==> src/rtl/ex_hazard_ctrl.sv <==
// EX-stage hazard/redirect controller: load-use stalls, multi-cycle multiply stalls
// and jump/branch squashes. Define HAZARD_STATS_EN to add saturating event counters.
module ex_hazard_ctrl #(
  parameter int unsigned MUL_LATENCY = 4,
  parameter logic [3:0]  MUL_ALUOP   = 4'b1011,
  parameter int unsigned REG_W       = 5
) (
  input  logic             clk,
  input  logic             reset,
  input  logic [REG_W-1:0] id_rs,
  input  logic [REG_W-1:0] id_rt,
  input  logic             id_uses_rt,
  input  logic             ex_valid,
  input  logic             ex_mem_read,
  input  logic [REG_W-1:0] ex_rt,
  input  logic [3:0]       ex_ALUOp,
  input  logic [1:0]       ex_Jump,
  input  logic             ex_J_Jump,
  output logic             pc_write,
  output logic             ifid_write,
  output logic             ifid_flush,
  output logic             idex_flush,
  output logic             idex_hold,
  output logic             exmem_bubble,
  output logic             busy
`ifdef HAZARD_STATS_EN
  ,
  output logic [31:0]      stat_stall_cycles,
  output logic [31:0]      stat_flushes,
  output logic [31:0]      stat_mul_ops
`endif
);

  localparam int unsigned CNT_W = 4;
  localparam logic [CNT_W-1:0] MUL_LOAD = CNT_W'(MUL_LATENCY - 2);

  typedef enum logic [0:0] {
    RUN      = 1'b0,
    MUL_WAIT = 1'b1
  } state_t;

  state_t           state, state_next;
  logic [CNT_W-1:0] cnt, cnt_next;

  logic redirect_hit, mul_hit, load_use_hit;
  logic redirect_evt, mul_evt;

  // Raw event decode from the EX control fields; a bubble in EX masks everything.
  always_comb begin
    redirect_hit = ex_valid & ((ex_Jump != 2'b00) | ex_J_Jump);
    mul_hit      = ex_valid & (ex_ALUOp == MUL_ALUOP);
    load_use_hit = ex_valid & ex_mem_read & (ex_rt != '0) &
                   ((ex_rt == id_rs) | (id_uses_rt & (ex_rt == id_rt)));
  end

  always_ff @(posedge clk) begin
    if (reset) begin
      state <= RUN;
      cnt   <= '0;
    end else begin
      state <= state_next;
      cnt   <= cnt_next;
    end
  end

  // Next-state and strobe generation; one event acted on per cycle.
  always_comb begin
    state_next   = state;
    cnt_next     = cnt;
    pc_write     = 1'b1;
    ifid_write   = 1'b1;
    ifid_flush   = 1'b0;
    idex_flush   = 1'b0;
    idex_hold    = 1'b0;
    exmem_bubble = 1'b0;
    busy         = 1'b0;
    redirect_evt = 1'b0;
    mul_evt      = 1'b0;

    if (reset) begin
      state_next   = RUN;
      cnt_next     = '0;
      pc_write     = 1'b0;
      ifid_write   = 1'b0;
      ifid_flush   = 1'b1;
      idex_flush   = 1'b1;
      exmem_bubble = 1'b1;
    end else begin
      case (state)
        RUN: begin
          if (redirect_hit) begin
            // Squash the two younger instructions sitting in IF/ID and ID/EX.
            redirect_evt = 1'b1;
            ifid_flush   = 1'b1;
            idex_flush   = 1'b1;
          end else if (mul_hit) begin
            mul_evt      = 1'b1;
            pc_write     = 1'b0;
            ifid_write   = 1'b0;
            idex_hold    = 1'b1;
            exmem_bubble = 1'b1;
            state_next   = MUL_WAIT;
            cnt_next     = MUL_LOAD;
          end else if (load_use_hit) begin
            pc_write     = 1'b0;
            ifid_write   = 1'b0;
            idex_flush   = 1'b1;
          end
        end
        MUL_WAIT: begin
          busy = 1'b1;
          if (cnt != '0) begin
            pc_write     = 1'b0;
            ifid_write   = 1'b0;
            idex_hold    = 1'b1;
            exmem_bubble = 1'b1;
            cnt_next     = cnt - CNT_W'(1);
          end else begin
            // Final multiply cycle: release the pipeline on this edge.
            state_next = RUN;
          end
        end
        default: begin
          state_next = RUN;
          cnt_next   = '0;
        end
      endcase
    end
  end

`ifdef HAZARD_STATS_EN
  // Saturating event counters.
  always_ff @(posedge clk) begin
    if (reset) begin
      stat_stall_cycles <= '0;
      stat_flushes      <= '0;
      stat_mul_ops      <= '0;
    end else begin
      if (!pc_write && (stat_stall_cycles != 32'hFFFF_FFFF))
        stat_stall_cycles <= stat_stall_cycles + 32'd1;
      if (redirect_evt && (stat_flushes != 32'hFFFF_FFFF))
        stat_flushes <= stat_flushes + 32'd1;
      if (mul_evt && (stat_mul_ops != 32'hFFFF_FFFF))
        stat_mul_ops <= stat_mul_ops + 32'd1;
    end
  end
`else
  logic unused_evt;
  assign unused_evt = redirect_evt ^ mul_evt;
`endif

endmodule

==> config.mk <==
export PLATFORM = sky130hd
export DESIGN_NAME = ex_hazard_ctrl
export DESIGN_NICKNAME = d
export VERILOG_FILES = /design/src/rtl/ex_hazard_ctrl.sv
export SDC_FILE = /design/constraint.sdc
export NUM_CORES = 1
export LEC_CHECK = 0
export ABC_AREA = 1
export CAP_MARGIN = 20
export CORE_AREA = 2 2 45 47
export DETAILED_ROUTE_END_ITERATION = 7
export DIE_AREA = 0 0 47 49
export PLACE_DENSITY = 0.71
export SLEW_MARGIN = 15
export SYNTH_ARGS = -nofsm -noshare
export SYNTH_HDL_FRONTEND = slang
export SYNTH_SLANG_ARGS = --single-unit
export TNS_END_PERCENT = 20
==> constraint.sdc <==
create_clock -name clk -period 4.28 [get_ports clk]
set_input_delay 0.856 -clock clk [delete_from_list [all_inputs] [get_ports clk]]
set_output_delay 0.856 -clock clk [all_outputs]
set_load 0.02 [all_outputs]
==> images/layer_met1.png <==
Scale: 10 px per um.
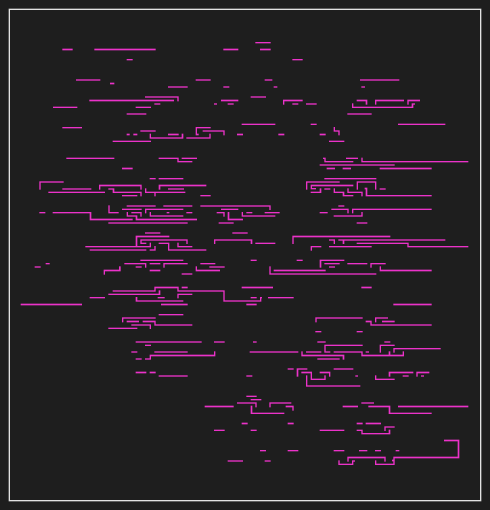
longest straight run: 10.6 um
nets with wire on the layer: 154
main direction: horizontal
share of all routed wire: 41%
wire length on this layer: 637 um

==> images/congestion.png <==
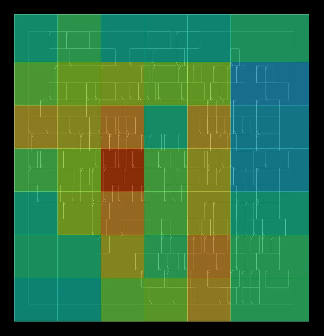
wire per inst: 8.72 um
total track usage: 0.143

==> images/detail.png <==
Region (0, 24) to (25, 49) um. Cells in grey, sequential cells in the stronger grey; small squares are vias.
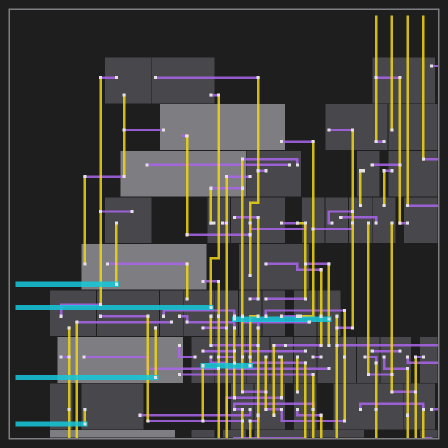
| layer | colour |
|---|---|
| metal 3 | cyan |
| metal 1 | purple |
| metal 2 | yellow |
cells with their middle in the window: 45
netlist names of flops here include: cnt (4)
sequential cells in the window: 4
most frequent: nand2_1 (8), clkdlybuf4s50_1 (8), inv_1 (6)

==> images/placement_by_type.png <==
Scale: 8 px per um.
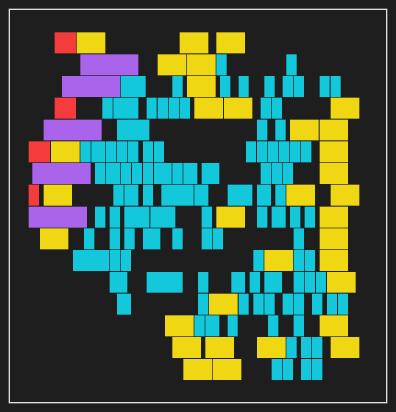
| class | colour | cells |
|---|---|---|
| clock drivers and dummy loads | red | 4 |
| combinational and other logic | cyan | 109 |
| sequential cells | purple | 5 |
| remaining buffers and delay cells | yellow | 33 |
CORE AREA: 0.00184 mm2
Util after Layout: 0.533
flop share of the area: 0.102
site row count: 16

==> flow_metrics.tcl <==
# collected from the flow reports
set metrics [dict create \
    critPathCapture "ifid_write" \
    n_all_buffers 33 \
    status "finished, final reports clean" \
    combPwrFrac 0.395 \
    layout.nets 181 \
    pwr_density_cell_mw_per_mm2 166 \
    num-nonclk-inverters 29 \
    drc_errors 0 \
    grt_overflow 0 \
    grt_pass1_vias 680 \
    ant_nets 0 \
    synthTopLogicFamily "simple AND/OR/NAND/NOR gates" \
    comb_area_share 0.387 \
    crit_buf_inv 6 \
    synthToLayoutAreaGrowth_pct 63.9 \
    drtIter0Drc 14 \
    hpwl_mm 1.30 \
    critPathKind "in -> out" \
    p_sw_frac 0.273 \
    crit_path_end_kind "output pin" \
    period_minus_slack_ns 3.54 \
    reg_top3 "cnt: 4 flops, state: 1 flops" \
    cap_viol_max_count 0 \
    rr_startpoint "cnt[1]" \
    fillers 205 \
    synth-async-reset-ratio 0 \
    fa_ha_area_frac 0.0418 \
    clkbuf_count 4 \
    cts_buffers 3 \
    ys_cells 115 \
    yosys_area_um2 599 \
    yosys-top-cells-area "nand2_1 26%, inv_1 17%, dfxtp_1 17%" \
    largest_area_cell "nand2_1" \
    final_common_cell "nand2_1" \
]
-- metrics by stage --
stage | std cells | hold slack (ns) | area [um2]
after detailed placement | 174 | 0.486 | 956
after floorplan | 115 | 0.446 | 599
after CTS | 178 | 0.491 | 982
final | 178 | 0.486 | 982
after global routing | 178 | 0.506 | 982
after global placement | 174 | 0.483 | 956
-- layer usage --
layer | vias to the layer above | track usage | part of all wire
li1 | 409 | - | -
met1 | 308 | 0.153 | 0.41
met2 | 24 | 0.260 | 0.50
met3 | 0 | 0.0333 | 0.087
met4 | 0 | 0.0417 | 0
met5 | - | 0 | 0
